Fig. 1: run 1, clock network drawn from the DEF
(4 px per µm)
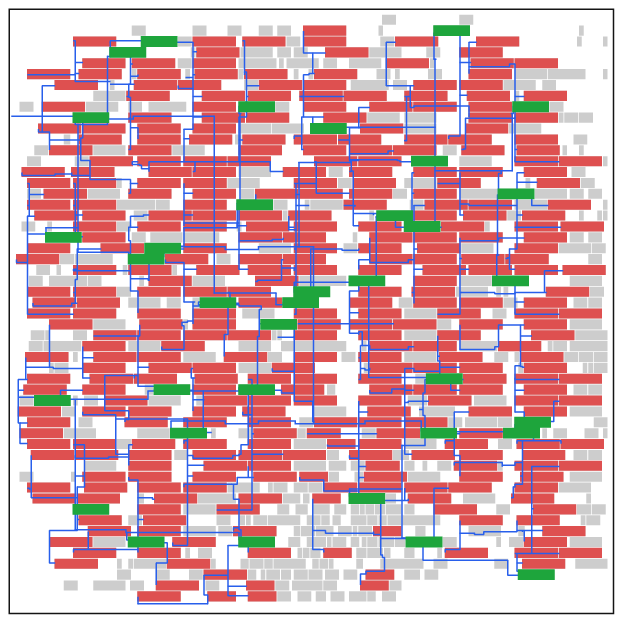
Fig. 2: run 1, PDN straps and rails
(3 px per µm) Pins as bars on the die edge.
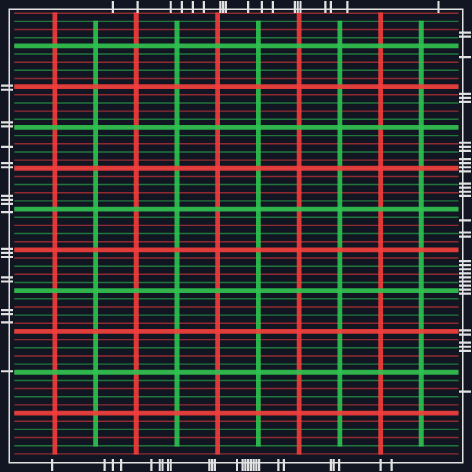
Fig. 3: run 1, metal 4
(2 px per µm)
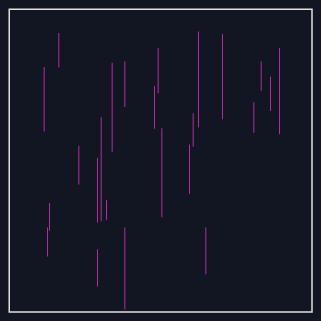
Design ibuf_route21_flat, sky130hd; sources not shown.
==> run summary, run 1 <==
Max Buffers Root-to-Sink -> 3
cell leakage power -> 0.00502 µW
outcome -> finished, final reports clean
Yosys chip area -> 13,900 µm²
Reg power frac -> 44.8%
cell kind with the greatest summed area -> registers
CP top delay family -> buffers and inverters
combinational share of power -> 25.0%
crit-path max cell delay -> 0.94 ns
Final Hold Viols -> 0
CTS root buf -> clkbuf_16
CP max-delay cell -> buf_4
Area Growth Syn to Fin -> 15.7%
Worst Hold Depth -> 2
mean area per synthesized cell -> 22.0 µm²
Synth cell types -> 34
Resized Gates After CTS -> 0
CP Depth -> 5
Worst Path Required -> 9.14 ns
combinational share of cell area -> 19.3%
crit end category -> output pin
CP Cell Sequence -> buf_4 > mux4_2 > mux2i_1 > nor2_1 > clkdlybuf4s50_1
About Fig. 1:
legend:
  cells driving clock nets:
    color: green
    count: 35
  clock wires:
    color: blue
    length: 3,620 µm
  flip-flops:
    color: red
    count: 357
routed clock nets: 36
Clk network pwr share: 30.2%
P_clk: 1140 µW
final setup skew: 0.0124 ns
clk latency late pin: 0.51 ns

About Fig. 2:
legend:
  VDD:
    color: green
  VSS:
    color: red
met5 straps: 10
met1 rails: 55
signal pins: 101
rows: 54
Chip Height: 151 µm
Core Area: 21,800 µm²
die width: 151 µm
VDD IR max: 170 µV

About Fig. 3:
share of all routed wire: 2.4%
wire length on this layer: 645 µm
longest straight run: 51.7 µm
detailed-route via count: 6,541
final wirelength: 27.5 mm

==> run 2, diff against run 1 <==
- CORE_UTILIZATION: 63 -> 58
- PLACE_DENSITY: 0.9 -> 0.84
- clock period: 10.75 -> 5.2 ns (I/O delays scaled with it)
Fig. 4: run 2, track usage over the die
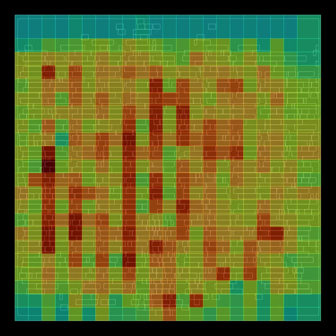
wire per inst: 24.7 µm
final core occ: 68.8%
met2 usage: 40.1%
most used routing layer: met2

Fig. 5: run 2, PDN straps and rails
(3 px per µm) Pins as bars on the die edge.
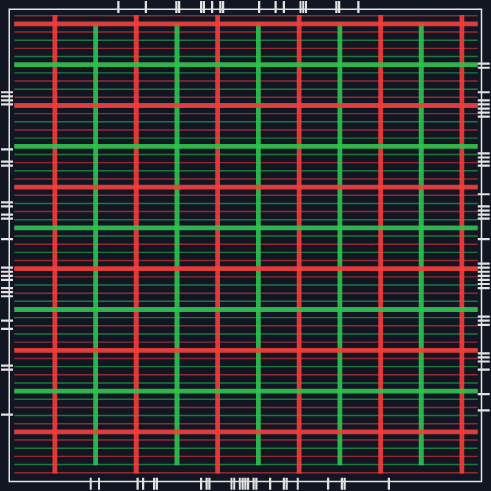
legend:
  VDD:
    color: green
  VSS:
    color: red
met4 straps: 11
signal pins: 101
VDD IR max: 367 µV
Core Area: 23,500 µm²

==> run 2 against run 1 <==
Effect of this change: utilization decreased by 5.3 points; non-clock buffer count increased by 6; first-iteration DRC count increased by 22%; wire length fell by 2.6%; largest power group unchanged; sequential share of layout area fell by 0.33 points; die area is 8.5% higher; clock-buffer cell count shrank 3; largest cell class unchanged; sequential cell count did not move; combinational power is 110% higher.
==> run summary, run 2 <==
Worst Hold Depth -> 2 (unchanged)
combinational share of cell area -> 19.2% (-0.097 points)
clk latency late pin -> 0.51 ns (about the same)
Reg power frac -> 44.7% (about the same)
outcome -> finished, final reports clean
Tcrit/Tclk final -> 79.1%
final wirelength -> 26.8 mm (-2.6%)
Clk network pwr share -> 29.8% (-0.4 points)
CTS root buf -> clkbuf_16
crit end category -> output pin
CP max-delay cell -> dfxtp_4
count leader, synth -> edfxtp_1
Final GP Congestion -> 0.710
TritonCTS Buffers -> 34
Sequential Power -> 3470 µW
combinational share of power -> 25.5% (+0.5 points)
Clk pin slew, worst setup/hold paths -> 0.06 ns
Max Buffers Root-to-Sink -> 3 (unchanged)
Commonest cells post-synth -> edfxtp_1 (344), mux4_2 (73), nor2_1 (51)
Worst Path Required -> 4.42 ns (-4.72 ns)
Yosys chip area -> 13,900 µm² (unchanged)
Well Taps -> 319
crit-path max cell delay -> 0.73 ns (-0.21 ns)
die width -> 157 µm (+4.2%)
pin count of the biggest net entering global routing -> 87
FILL cells -> 1,433
mean area per synthesized cell -> 22.0 µm² (unchanged)
DR WL met3 -> 1.59 mm
Inst Count DP -> 1,027
hold_buf cts -> 0
P_clk -> 2310 µW (+100%)
cell leakage power -> 0.00503 µW (+0.34%)
Chip Height -> 157 µm (+4.2%)
CP Cell Sequence -> buf_4 > mux4_2 > mux2i_1 > nor2_1 > clkdlybuf4s50_1
power per cell area -> 479 nW/µm²
Synth cell types -> 34 (unchanged)
finished layout cell area -> 16,200 µm²
Resized Gates After CTS -> 0 (unchanged)
final setup skew -> 0.0206 ns (+0.00827 ns)
Sink Count -> 357
Area Growth Syn to Fin -> 16.3%
Final Hold Viols -> 0 (unchanged)
==> run 3, diff against run 2 <==
- CORE_UTILIZATION: 58 -> 53
- PLACE_DENSITY: 0.84 -> 0.81
- clock period: 5.2 -> 3.42 ns (I/O delays scaled with it)
Fig. 6: run 3, metal 4
(2 px per µm)
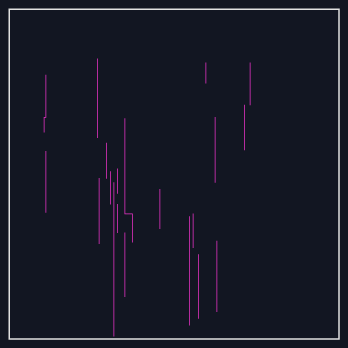
nets with wire on the layer: 12
main direction: vertical
final wirelength: 27.0 mm
detailed-route via count: 6,534

==> run 3 against run 2 <==
Effect of this change: clock power increased by 69%; register-to-register slack got worse by 0.82 ns; utilization decreased by 4.1 points; global-route usage decreased by 2.0 points; sequential cell count unchanged; first-iteration DRC count decreased by 20%; worst setup slack got worse by 0.92 ns.
==> run summary, run 3 <==
outcome -> finished, final reports clean
cell leakage power -> 0.00516 µW (+2.5%)
Tcrit/Tclk final -> 95.2%
TritonCTS Buffers -> 35 (+2.9%)
most used routing layer -> met2
Worst Path Required -> 2.91 ns (-1.51 ns)
Yosys chip area -> 13,900 µm² (unchanged)
met2 usage -> 38.1% (-2.1 points)
final core occ -> 64.7% (-4.1 points)
Commonest cells post-synth -> edfxtp_1 (344), mux4_2 (73), nor2_1 (51)
DR WL met3 -> 1.22 mm (-23%)
combinational share of power -> 25.4% (about the same)
CP Cell Sequence -> buf_4 > mux4_2 > mux2i_1 > nor2_1 > clkdlybuf4s50_1
HPWL Detailed -> 15.1 mm
mean area per synthesized cell -> 22.0 µm² (unchanged)
Synth cell types -> 34 (unchanged)
Resized Gates After CTS -> 0 (unchanged)
clk latency late pin -> 0.51 ns (about the same)
CTS root buf -> clkbuf_16
CP max-delay cell -> mux4_2
Worst Hold Depth -> 2 (unchanged)
Post-Syn Instances -> 633
crit end category -> output pin
count leader, synth -> edfxtp_1
power per cell area -> 739 nW/µm² (+54%)
final setup skew -> 0.0103 ns (-0.0103 ns)
Final Hold Viols -> 0 (unchanged)
Sink Count -> 357 (unchanged)
R2R setup slack -> 0.88 ns
combinational share of cell area -> 18.9% (-0.30 points)
Final GP Congestion -> 0.736 (+3.7%)
Well Taps -> 330 (+3.4%)
hold_buf cts -> 0 (unchanged)
wire per inst -> 24.3 µm (-1.6%)
clock buf count -> 49
finished layout cell area -> 16,500 µm² (+1.8%)
crit-path max cell delay -> 0.53 ns (-0.20 ns)
Inst Count DP -> 1,047 (+1.9%)
Clk network pwr share -> 32.0% (+2.2 points)
Fig. 7: run 3, PDN straps and rails
(3 px per µm) Pins as bars on the die edge.
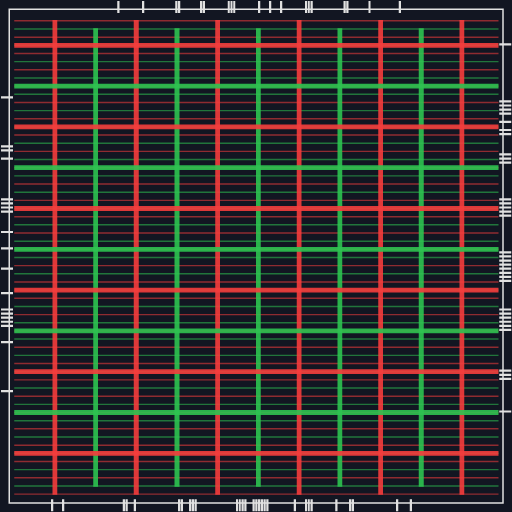
Chip Height: 164 µm
VDD IR max: 590 µV
die width: 164 µm
Core Area: 25,500 µm²

Power and IR drop assume default switching activity.
